$ cat src/rtl/instruction_utils.sv
// Shared RV32I decode helpers: instruction, LSU state and access-size types.
// Used by the load/store unit and the alignment datapath.
package instruction_utils;

  typedef enum logic [3:0] {
    I_NOP = 4'd0,
    I_LB  = 4'd1,
    I_LH  = 4'd2,
    I_LW  = 4'd3,
    I_LBU = 4'd4,
    I_LHU = 4'd5,
    I_SB  = 4'd6,
    I_SH  = 4'd7,
    I_SW  = 4'd8,
    I_ADD = 4'd9,
    I_BEQ = 4'd10
  } rv32i_instr_e;

  typedef enum logic [1:0] {
    S_IDLE = 2'd0,
    S_REQ  = 2'd1,
    S_RESP = 2'd2,
    S_FIN  = 2'd3
  } lsu_state_e;

  typedef enum logic [1:0] {
    BYTE = 2'b00,
    HALF = 2'b01,
    WORD = 2'b10
  } mem_size_e;

  function automatic logic is_load(rv32i_instr_e i);
    return i inside {I_LB, I_LH, I_LW, I_LBU, I_LHU};
  endfunction

  function automatic logic is_store(rv32i_instr_e i);
    return i inside {I_SB, I_SH, I_SW};
  endfunction

  function automatic mem_size_e size_of(rv32i_instr_e i);
    mem_size_e s;
    s = WORD;
    if (i inside {I_LB, I_LBU, I_SB}) s = BYTE;
    if (i inside {I_LH, I_LHU, I_SH}) s = HALF;
    return s;
  endfunction

  function automatic logic is_unsigned(rv32i_instr_e i);
    return i inside {I_LBU, I_LHU};
  endfunction

endpackage

$ cat src/rtl/lsu_mem_ctrl_if.sv
// Word-aligned request/grant/response data bus with byte enables.
// master = load/store unit, slave = memory or bus bridge.
interface lsu_mem_ctrl_if #(
  parameter int unsigned ADDR_W = 32
);

  logic              mem_req;
  logic              mem_we;
  logic [ADDR_W-1:0] mem_addr;
  logic [3:0]        mem_be;
  logic [31:0]       mem_wdata;
  logic              mem_gnt;
  logic              mem_rvalid;
  logic [31:0]       mem_rdata;

  modport master (
    output mem_req,
    output mem_we,
    output mem_addr,
    output mem_be,
    output mem_wdata,
    input  mem_gnt,
    input  mem_rvalid,
    input  mem_rdata
  );

  modport slave (
    input  mem_req,
    input  mem_we,
    input  mem_addr,
    input  mem_be,
    input  mem_wdata,
    output mem_gnt,
    output mem_rvalid,
    output mem_rdata
  );

endinterface

$ cat src/rtl/lsu_align.sv
// Byte-lane steering: byte enables, store replication, load extraction
// and sign/zero extension, plus the natural-alignment check.
module lsu_align
  import instruction_utils::*;
(
  input  mem_size_e   size_i,
  input  logic        uns_i,
  input  logic [1:0]  off_i,
  input  logic [31:0] rs2_i,
  input  logic [31:0] rdata_i,
  output logic [3:0]  be_o,
  output logic [31:0] wdata_o,
  output logic [31:0] ldata_o,
  output logic        misaligned_o
);

  logic [31:0] lane;

  // A halfword only reaches this path with off[0]=0, so the byte shift
  // also places the selected half in lane[15:0].
  assign lane = rdata_i >> {off_i, 3'b000};

  always_comb begin
    be_o         = 4'b0000;
    wdata_o      = '0;
    ldata_o      = '0;
    misaligned_o = 1'b0;
    unique case (1'b1)
      (size_i == BYTE): begin
        be_o    = 4'b0001 << off_i;
        wdata_o = {4{rs2_i[7:0]}};
        ldata_o = uns_i ? {24'd0, lane[7:0]}
                        : {{24{lane[7]}}, lane[7:0]};
      end
      (size_i == HALF): begin
        be_o         = 4'b0011 << off_i;
        wdata_o      = {2{rs2_i[15:0]}};
        ldata_o      = uns_i ? {16'd0, lane[15:0]}
                             : {{16{lane[15]}}, lane[15:0]};
        misaligned_o = off_i[0];
      end
      default: begin
        be_o         = 4'b1111;
        wdata_o      = rs2_i;
        ldata_o      = rdata_i;
        misaligned_o = |off_i;
      end
    endcase
  end

endmodule

$ cat src/rtl/lsu_mem_ctrl.sv
// Multi-cycle RV32I load/store unit: IDLE -> REQ -> RESP -> FIN,
// with misalignment faults and a REQ/RESP bus timeout.
module lsu_mem_ctrl
  import instruction_utils::*;
#(
  parameter int unsigned ADDR_W  = 32,
  parameter int unsigned TIMEOUT = 255
) (
  input  logic              clk,
  input  logic              rst_n,
  input  logic              start,
  input  rv32i_instr_e      instr,
  input  logic [31:0]       rs1,
  input  logic [31:0]       rs2,
  input  logic [31:0]       imm,
  output logic              busy,
  output logic              done,
  output logic              mem_wb_en,
  output logic [31:0]       mem_wb,
  output logic              fault_misaligned,
  output logic              fault_bus,
  output logic [ADDR_W-1:0] fault_addr,
  lsu_mem_ctrl_if.master    bus
);

  lsu_state_e        state_q;
  logic              load_q;
  logic              uns_q;
  mem_size_e         size_q;
  logic [1:0]        off_q;
  logic [ADDR_W-1:0] ea_q;
  logic [31:0]       cnt_q;
  logic              done_q;
  logic              wb_en_q;
  logic [31:0]       wb_q;
  logic              fmis_q;
  logic              fbus_q;
  logic [ADDR_W-1:0] faddr_q;
  logic              req_q;
  logic              we_q;
  logic [ADDR_W-1:0] addr_q;
  logic [3:0]        be_q;
  logic [31:0]       wdata_q;

  logic [ADDR_W-1:0] ea;
  logic              idle;
  logic              mem_op;
  logic              tmo;
  mem_size_e         al_size;
  logic              al_uns;
  logic [1:0]        al_off;
  logic [3:0]        al_be;
  logic [31:0]       al_wdata;
  logic [31:0]       al_ldata;
  logic              al_mis;

  assign ea     = ADDR_W'(rs1 + imm);
  assign idle   = (state_q == S_IDLE);
  assign mem_op = is_load(instr) | is_store(instr);
  assign tmo    = (TIMEOUT != 0) && (cnt_q == 32'(TIMEOUT - 1));

  // One aligner: formats the incoming op in IDLE, extracts load data later.
  assign al_size = idle ? size_of(instr)     : size_q;
  assign al_uns  = idle ? is_unsigned(instr) : uns_q;
  assign al_off  = idle ? ea[1:0]            : off_q;

  lsu_align u_align (
    .size_i       (al_size),
    .uns_i        (al_uns),
    .off_i        (al_off),
    .rs2_i        (rs2),
    .rdata_i      (bus.mem_rdata),
    .be_o         (al_be),
    .wdata_o      (al_wdata),
    .ldata_o      (al_ldata),
    .misaligned_o (al_mis)
  );

  always_ff @(posedge clk or negedge rst_n) begin
    if (!rst_n) begin
      state_q <= S_IDLE;
      load_q  <= 1'b0;
      uns_q   <= 1'b0;
      size_q  <= BYTE;
      off_q   <= '0;
      ea_q    <= '0;
      cnt_q   <= '0;
      done_q  <= 1'b0;
      wb_en_q <= 1'b0;
      wb_q    <= '0;
      fmis_q  <= 1'b0;
      fbus_q  <= 1'b0;
      faddr_q <= '0;
      req_q   <= 1'b0;
      we_q    <= 1'b0;
      addr_q  <= '0;
      be_q    <= '0;
      wdata_q <= '0;
    end else begin
      done_q  <= 1'b0;
      wb_en_q <= 1'b0;
      fmis_q  <= 1'b0;
      fbus_q  <= 1'b0;
      unique case (state_q)
        S_IDLE: begin
          if (start && mem_op) begin
            load_q  <= is_load(instr);
            uns_q   <= is_unsigned(instr);
            size_q  <= size_of(instr);
            off_q   <= ea[1:0];
            ea_q    <= ea;
            we_q    <= is_store(instr);
            addr_q  <= {ea[ADDR_W-1:2], 2'b00};
            be_q    <= al_be;
            wdata_q <= is_store(instr) ? al_wdata : '0;
            if (al_mis) begin
              state_q <= S_FIN;
              done_q  <= 1'b1;
              fmis_q  <= 1'b1;
              faddr_q <= ea;
            end else begin
              state_q <= S_REQ;
              req_q   <= 1'b1;
              cnt_q   <= '0;
            end
          end
        end
        S_REQ: begin
          if (tmo) begin
            state_q <= S_FIN;
            req_q   <= 1'b0;
            done_q  <= 1'b1;
            fbus_q  <= 1'b1;
            faddr_q <= ea_q;
          end else begin
            cnt_q <= cnt_q + 32'd1;
            if (bus.mem_gnt) begin
              state_q <= S_RESP;
              req_q   <= 1'b0;
            end
          end
        end
        S_RESP: begin
          if (tmo) begin
            state_q <= S_FIN;
            done_q  <= 1'b1;
            fbus_q  <= 1'b1;
            faddr_q <= ea_q;
          end else begin
            cnt_q <= cnt_q + 32'd1;
            if (bus.mem_rvalid) begin
              state_q <= S_FIN;
              done_q  <= 1'b1;
              wb_en_q <= load_q;
              if (load_q) wb_q <= al_ldata;
            end
          end
        end
        S_FIN: state_q <= S_IDLE;
        default: state_q <= S_IDLE;
      endcase
    end
  end

  assign busy             = !idle;
  assign done             = done_q;
  assign mem_wb_en        = wb_en_q;
  assign mem_wb           = wb_q;
  assign fault_misaligned = fmis_q;
  assign fault_bus        = fbus_q;
  assign fault_addr       = faddr_q;

  assign bus.mem_req   = req_q;
  assign bus.mem_we    = we_q;
  assign bus.mem_addr  = addr_q;
  assign bus.mem_be    = be_q;
  assign bus.mem_wdata = wdata_q;

endmodule

$ cat src/flat_wrapper.sv
// flat-port wrapper written by rule: the top's interface ports become plain ports
module lsu_mem_ctrl_flat import instruction_utils::*;
#(
  parameter int unsigned ADDR_W  = 32,
  parameter int unsigned TIMEOUT = 255
)
  (clk, rst_n, start, instr, rs1, rs2, imm, busy, done, mem_wb_en, mem_wb, fault_misaligned, fault_bus, fault_addr, bus_mem_req, bus_mem_we, bus_mem_addr, bus_mem_be, bus_mem_wdata, bus_mem_gnt, bus_mem_rvalid, bus_mem_rdata);
  lsu_mem_ctrl_if #(.ADDR_W(ADDR_W)) bus_i ();
  input  logic clk;
  input  logic rst_n;
  input  logic start;
  input  rv32i_instr_e instr;
  input  logic [31:0] rs1;
  input  logic [31:0] rs2;
  input  logic [31:0] imm;
  output logic busy;
  output logic done;
  output logic mem_wb_en;
  output logic [31:0] mem_wb;
  output logic fault_misaligned;
  output logic fault_bus;
  output logic [ADDR_W-1:0] fault_addr;
  output wire logic [$bits(bus_i.mem_req)-1:0] bus_mem_req;
  output wire logic [$bits(bus_i.mem_we)-1:0] bus_mem_we;
  output wire logic [$bits(bus_i.mem_addr)-1:0] bus_mem_addr;
  output wire logic [$bits(bus_i.mem_be)-1:0] bus_mem_be;
  output wire logic [$bits(bus_i.mem_wdata)-1:0] bus_mem_wdata;
  input wire logic [$bits(bus_i.mem_gnt)-1:0] bus_mem_gnt;
  input wire logic [$bits(bus_i.mem_rvalid)-1:0] bus_mem_rvalid;
  input wire logic [$bits(bus_i.mem_rdata)-1:0] bus_mem_rdata;
  assign bus_mem_req = bus_i.mem_req;
  assign bus_mem_we = bus_i.mem_we;
  assign bus_mem_addr = bus_i.mem_addr;
  assign bus_mem_be = bus_i.mem_be;
  assign bus_mem_wdata = bus_i.mem_wdata;
  assign bus_i.mem_gnt = bus_mem_gnt;
  assign bus_i.mem_rvalid = bus_mem_rvalid;
  assign bus_i.mem_rdata = bus_mem_rdata;
  lsu_mem_ctrl #(.ADDR_W(ADDR_W), .TIMEOUT(TIMEOUT)) u_core (.clk(clk), .rst_n(rst_n), .start(start), .instr(instr), .rs1(rs1), .rs2(rs2), .imm(imm), .busy(busy), .done(done), .mem_wb_en(mem_wb_en), .mem_wb(mem_wb), .fault_misaligned(fault_misaligned), .fault_bus(fault_bus), .fault_addr(fault_addr), .bus(bus_i));
endmodule
$ cat config.mk
export PLATFORM = sky130hd
export DESIGN_NAME = lsu_mem_ctrl_flat
export DESIGN_NICKNAME = d
export VERILOG_FILES = /design/src/rtl/instruction_utils.sv /design/src/rtl/lsu_mem_ctrl_if.sv /design/src/rtl/lsu_align.sv /design/src/rtl/lsu_mem_ctrl.sv /design/src/flat_wrapper.sv
export SDC_FILE = /design/constraint.sdc
export NUM_CORES = 1
export LEC_CHECK = 0
export CORE_MARGIN = 10
export CORE_UTILIZATION = 40
export DETAILED_ROUTE_END_ITERATION = 12
export GPL_ROUTABILITY_DRIVEN = 0
export PLACE_DENSITY = 0.73
export SYNTH_ARGS = -nofsm -noshare
export SYNTH_HDL_FRONTEND = slang
export SYNTH_SLANG_ARGS = --single-unit
$ cat constraint.sdc
create_clock -name clk -period 6.4 [get_ports clk]
set_input_delay 0.64 -clock clk [delete_from_list [all_inputs] [get_ports clk]]
set_output_delay 0.64 -clock clk [all_outputs]
set_load 0.1 [all_outputs]
Figure 1. Ports around the boundary.
(2 px per um) Pins as bars across the die edge, other pins in grey.
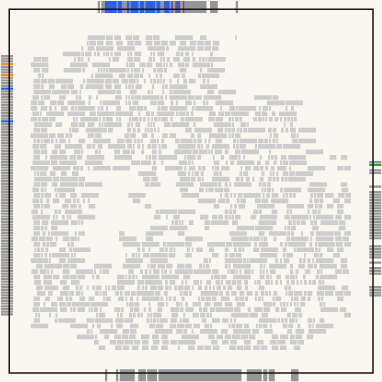
Key: blue = bus_mem_rdata [pins 32, direction input, edge 30 north, 2 west]; orange = instr [pins 4, direction input, edge 2 north, 2 west]; green = busy [pins 1, direction output, edge east]
All pins by edge: 96 west, 81 south, 63 north, 36 east.

Figure 2. Cells by drive strength.
(2 px per um)
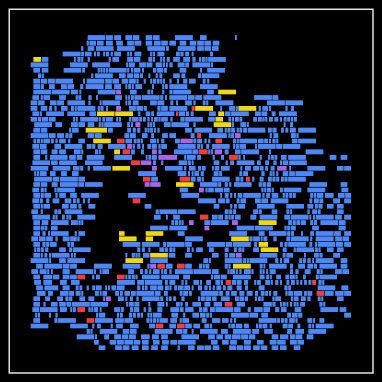
Key: purple = drive 3 to 4 [cells 21, share 1.5%]; red = drive 2 [cells 26, share 1.8%]; yellow = drive 6 and up [cells 25, share 1.8%]; blue = drive 1 or less [cells 1337, share 95%]
Repair and plain buffers: 283
Final WS setup: 2.65 ns
area grow syn2layout: 32.2%
Final Cell Area: 13700 sq um

==> summary.txt <==
yosys + openroad results -> outcome completed, Worst Setup SP rs1[0], Non-Clock Buffer Area Fraction 0.205, slowest stage cell on the critical path mux2i_2, fraction of area in registers 0.321, Clock Root Buffer clkbuf_16, Area after DPL 13100 sq um, Final Max Slew Viols 0, number of clock buffers in the layout 20, clock slew at reported path FFs 0.07 ns, Data arrival, critical path 4.10 ns, top cells, area dfrtp_1 42%, nand2_1 6.5%, o21ai_0 4.8%, grt total ovfl 0, Metal-1 WL 13600 um, area figure in the yosys stat output 10400 sq um, crit path to u_core.mem_wb[22], routing usage on met2 0.308, Least-Margin Pin Slew 1.21 ns, Seq/Total Area, Yosys 0.424, logic area 5430 sq um, TritonCTS clock tree done, Antenna diodes 3, GRT busiest layer met2, 1st-pass router iterations 4, RSZ-0062 raised after global routing false, crit start category input port, Log Warnings 33, clk latency late pin 0.43 ns, Seq cells post-synth 176, clk tree area frac 0.0418, crit path cell chain clkdlybuf4s50_1 > ha_1 > fa_1 > mux2i_2 > nand2_1 > nand3_1 > nand3_1 > nor2_1 > o21bai_1 > a21oi_1 > buf_4 > a21oi_1, Synth Flop Type dfrtp_1, end of the worst register-to-register path u_core.cnt_q[14], die area 32800 sq um, drt wl/cell 18.5 um, number of vias per cell 5.41, Cell Area, Synth 10400 sq um, ys cells 1185, Min Hold Slack 0.363 ns, register area 4400 sq um, Final Util 0.542, Starting Density 0.410, num rows 58, # DRC 0, Total Routed Length 32300 um, n_taps 330, worst hold path type in2async, Die Y 181 um, starting DRC count in detailed routing 597, logic share of the area 0.396, Crit. End Element flop, most used logic cell in the final layout clkdlybuf4s50_1, Post-Place Worst Slack 2.26 ns, worst relative slew slack 0.189, core area 25300 sq um, worst r2r src u_core.state_q[0], CP required 6.75 ns, port bufs 273, die width 181 um, CP bufs+invs 2, post-layout period usage of the worst path 0.585, vias in the first global route 9565, Complex Gates by Area 0.199, All-Layer GR Usage 0.193, met2 WL 15100 um, max cap viols 0, crit path time final 3.75 ns, AND/OR/NAND/NOR Cells, Area Fraction 0.180, flop count 176, Post-synth top cells 181 x nand2_1, 176 x dfrtp_1, 114 x nor2_1, layout cell share with drive strength beyond 1 0.0511, clock sink count 176, met3 WL 2530 um, Max Buffers Root-to-Sink 2, Nets 1572, crit path kind in2reg, mi-comb count 895, TritonCTS Buffers 17, Final Hold Fails 0, Yosys top cell area share 0.424, fa+ha+maj area frac 0.0477, largest net degree at the start of global routing 110, hold_buf cts 0, Top class by area multi-input combinational cells, Crit path max-delay family adder cells, number of enable flip-flop cells 0, HPWL after DPL 24500 um, H-tree depth 4, M1 GR Usage 0.232, most frequent cell after synthesis nand2_1, Max Used Layer met4, Post-Synth XOR/XNOR Area 0.0346, Layout Skew 0.0148 ns, initial antenna violation count 3, first-pass GRT wire length 52000 um, FFs w/ async S/R, synth 1.00, Dominant combinational family AND-OR/OR-AND gates, Signal inverters 23, I/O pin cnt 276, cts repair resizes 0, synth warn 0, Finish-stage setup viols 0, DR vias 9422, post-synth top area cell dfrtp_1, Worst Reg-to-Reg Cells 9, Mux area share 0.0580, Crit path depth 12, Syn Inst Count 1185
